==> images/layers.png <==
(4 px per um) Only two layers are drawn.
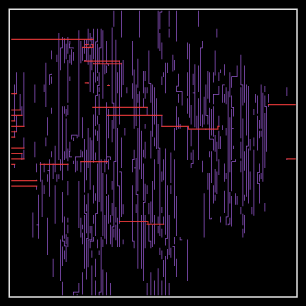
==> images/gates.png <==
(4 px per um)
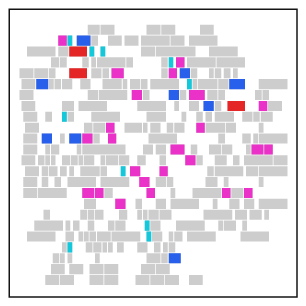
==> images/route_heat.png <==
(4 px per um) 14 x 14 tiles, from dark purple (low) to yellow (high), scaled to the fullest tile. Values are wire area over tile area, all layers added.
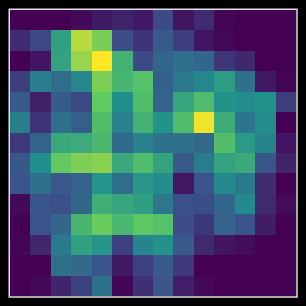
==> config.mk <==
export PLATFORM = sky130hd
export DESIGN_NAME = contador_regressivo_mmss
export DESIGN_NICKNAME = d
export VERILOG_FILES = /design/src/rtl/contador_regressivo_mmss.sv
export SDC_FILE = /design/constraint.sdc
export NUM_CORES = 1
export LEC_CHECK = 0
export CAP_MARGIN = 40
export CORE_MARGIN = 2
export CORE_UTILIZATION = 40
export DETAILED_ROUTE_END_ITERATION = 16
export MAX_ROUTING_LAYER = met4
export PLACE_DENSITY = 0.66
export SYNTH_ARGS = -nofsm -noshare
export SYNTH_HDL_FRONTEND = slang
export SYNTH_SLANG_ARGS = --single-unit
export TNS_END_PERCENT = 30
==> constraint.sdc <==
create_clock -name clk -period 5.23 [get_ports clk]
set_input_delay 1.046 -clock clk [delete_from_list [all_inputs] [get_ports clk]]
set_output_delay 1.046 -clock clk [all_outputs]
set_load 0.02 [all_outputs]
==> impl_metrics.env <==
# physical design summary
export IMPL_drc=0
export IMPL_clock_path_buffers=2
export IMPL_grt_overflow_total=0
export IMPL_p_switching_mw=0.201
export IMPL_wl_met2_mm=2.39
export IMPL_ys_cells=238
export IMPL_fp_util=0.417
export IMPL_coreArea_um2=4380
export IMPL_antenna_cells=0
export IMPL_seq_power_share=0.386
export IMPL_tool_warnings=27
export IMPL_p_clk_frac=0.368
export IMPL_cp_end_kind="register"
export IMPL_critPathMaxFanout=6
export IMPL_syn_cell_area_um2=1830
export IMPL_ys_sh_adder=0.0205
export IMPL_largest_reg_flops=10
export IMPL_top_area_frac=0.340
export IMPL_ys_chip_area_um2=1830
export IMPL_cts_resized=0
export IMPL_ys_sh_aoi=0.279
export IMPL_grt_pass1_vias=1807
export IMPL_topCellsByArea="dfxtp_1, a21oi_1, o21ai_0, nand2_1, nor2_1"
export IMPL_fin_crit_ns=2.95
export IMPL_ys_types=45
export IMPL_powerDensity_nw_per_um2=282
export IMPL_highest_layer="met4"
export IMPL_worst_pin_slew_ns=0.881
export IMPL_clock_skew_final_ns=0.00871
export IMPL_avgViaCountPerCell=5.77
export IMPL_final_antenna_net_count=0
export IMPL_first_pass_iters=4
export IMPL_synthCells=238
export IMPL_io_pins=40
export IMPL_die_w_um=71.6
export IMPL_hold_viol_final=0
export IMPL_chipArea_um2=5120
export IMPL_reg2reg_slack_ns=2.72
export IMPL_most_common_layout_cells="clkdlybuf4s50_1, dfxtp_1, nand2_1"
export IMPL_numSynthFlops=31
export IMPL_clk_insertion_delay_late_ns=0.28
export IMPL_routabilityCongestion=0.819
export IMPL_ys_warn_count=0
export IMPL_cts_buffers=5
export IMPL_numClockSinks=31
export IMPL_worstRegToRegCells=4
export IMPL_hold_class="reg -> reg"
export IMPL_xor_area_frac=0.0384
export IMPL_critPathLaunchType="input pin"
export IMPL_p_sw_frac=0.298
export IMPL_critPathSlowestCell="or4b_2"
export IMPL_drv_slew=0
export IMPL_cts_tree="built"
export IMPL_dp_hpwl_mm=3.48
export IMPL_async_flop_share=0
export IMPL_grt_pass1_wl_mm=8.30
export IMPL_outcome="finished clean"
export IMPL_path_clk_slew_ns=0.07
export IMPL_finalWorstSetupSlack_ns=2.28
export IMPL_fmax_ghz=0.339
export IMPL_path_cells="clkdlybuf4s50_1, nor3b_1, or4b_2, nand2_1, o21ai_0, a211oi_1"
export IMPL_leakagePower_nw=0.846
export IMPL_critPathKind="in -> reg"
export IMPL_fillers=439
export IMPL_fin_crit_sh=0.563
export IMPL_maxCapViolCount=0
export IMPL_largest_area_cell="dfxtp_1"
export IMPL_port_buffers=39
export IMPL_syn_to_final_growth_pct=30.9
export IMPL_synth_avg_cell_area_um2=7.68
export IMPL_rsz0062_at_grt="false"
export IMPL_ir_drop_v=0.000144
export IMPL_ff_type="dfxtp_1"
export IMPL_root_buffer="clkbuf_8"
export IMPL_cpPeakStageDelay_ns=0.70
export IMPL_timing_critical_path_max_delay_family="simple AND/OR/NAND/NOR gates"
export IMPL_path_depth=6
export IMPL_grt_max_degree=24
export IMPL_path_buffers=1
export IMPL_power_mw=0.674
export IMPL_relSlewSlack=0.413
export IMPL_edf_count=0
export IMPL_logic_family="AND-OR/OR-AND gates"
export IMPL_layout_drive_gt1_share=0.0693
export IMPL_routed_wl_met3_um=150
export IMPL_num_rows=24
export IMPL_p_int_mw=0.473
export IMPL_whs_path_depth=2
export IMPL_die_h_um=71.6
export IMPL_m1WireLength_mm=2.24
export IMPL_preCtsSetupSlack_ns=1.98
export IMPL_critPathRequiredTime_ns=5.42
export IMPL_cp_arrival_ns=3.13
export IMPL_dr_first_iter_drc_count=72
export IMPL_pwr_share_comb=0.246
export IMPL_synth_simple_area_share=0.270
export IMPL_postCtsHoldBufs=0
export IMPL_htree_levels=2
export IMPL_finalNetCount=297
export IMPL_synth_area_mux_share=0
export IMPL_postSynthSeqShare=0.340
export IMPL_antenna_found_initial=0
export IMPL_setup_tns_ns=0
export IMPL_syn_nets=262
export IMPL_setup_viol_count_final=0
About layers.png:
Key: red = M3 [wire length 151 um]; purple = M2 [wire length 2390 um]
via count: 1881
total track usage: 0.207
drt wl/cell: 14.8 um
final wirelength: 4.83 mm

About gates.png:
Key: red = fa/ha/maj cells [cells 3, most used ha_1]; blue = non-inverting ao/oa cells [cells 9, most used a21o_1]; magenta = and/or cells [cells 24, most used or4_1]; cyan = inv cells [cells 10, most used inv_1]
Final Non-Filler Cells: 326
combinational share of cell area: 0.467
most frequent logic cell in the layout: clkdlybuf4s50_1

About route_heat.png:
The densest ninth of the die: middle. The emptiest ninth of the die: bottom right. 17% of the tiles are nearly empty. The fullest tile reaches 0.47. The mean over all tiles is 0.15. 25% of the tiles are over half the peak.

worst min-delay path, cell delays in order, from the launching register on:
cell     delay (ns)
dfxtp_1        0.33
nand2_1        0.06
a21oi_1        0.05
stage by stage:
step                std cells  area, um2  hold slack (ns)
floorplan                 238       1830            0.449
detailed placement        318       2270            0.469
global placement          317       2250            0.468
CTS                       326       2390            0.479
finish                    326       2390            0.485
global route              326       2390            0.541
area by class of cell:
class | instances | area [um2] | share of cell area
Inverter | 10 | 37.5 | 0.0157
Multi-Input combinational cell | 183 | 1120 | 0.467
Sequential cell | 31 | 621 | 0.260
Clock buffer | 6 | 82.6 | 0.0345
Tap cell | 52 | 65.1 | 0.0272
Timing Repair Buffer | 42 | 433 | 0.181
Clock inverter | 2 | 35.0 | 0.0147
Yosys cell counts (6+ instances only):
cell type and n:
or4_1 6, nor2_1 18, nand3_1 7, dfxtp_1 31
clkbuf_1 10, inv_1 10, nor3_1 8, a211oi_1 8
o21ai_0 18, a21oi_1 20, nand2_1 22
logic make-up after synthesis:
logic type	after synthesis
xor gates and xnor gates	8
adders and majority gates	3
DFF	31
buffers and inverters	24
and+or+nand+nor	93
AOI/OAI and AO/OA	79
metal layers:
metal / vias up / GRT usage
li1: 957 / -
met1: 881 / 0.260
met2: 36 / 0.344
met3: 7 / 0.0380
met4: 0 / 0.0524
met5: - / -
power by group through the flow:
stage / logic (mW) / clock network (mW) / registers [mW]
2_1_floorplan: 0.0917 / 0 / 0.272
3_3_place_gp: 0.161 / 0 / 0.265
3_5_place_dp: 0.164 / 0 / 0.265
4_1_cts: 0.166 / 0.251 / 0.259
5_1_grt: 0.183 / 0.261 / 0.262
6_report: 0.166 / 0.248 / 0.260
Power figures rest on the tool's default switching activity, not on a simulated workload.
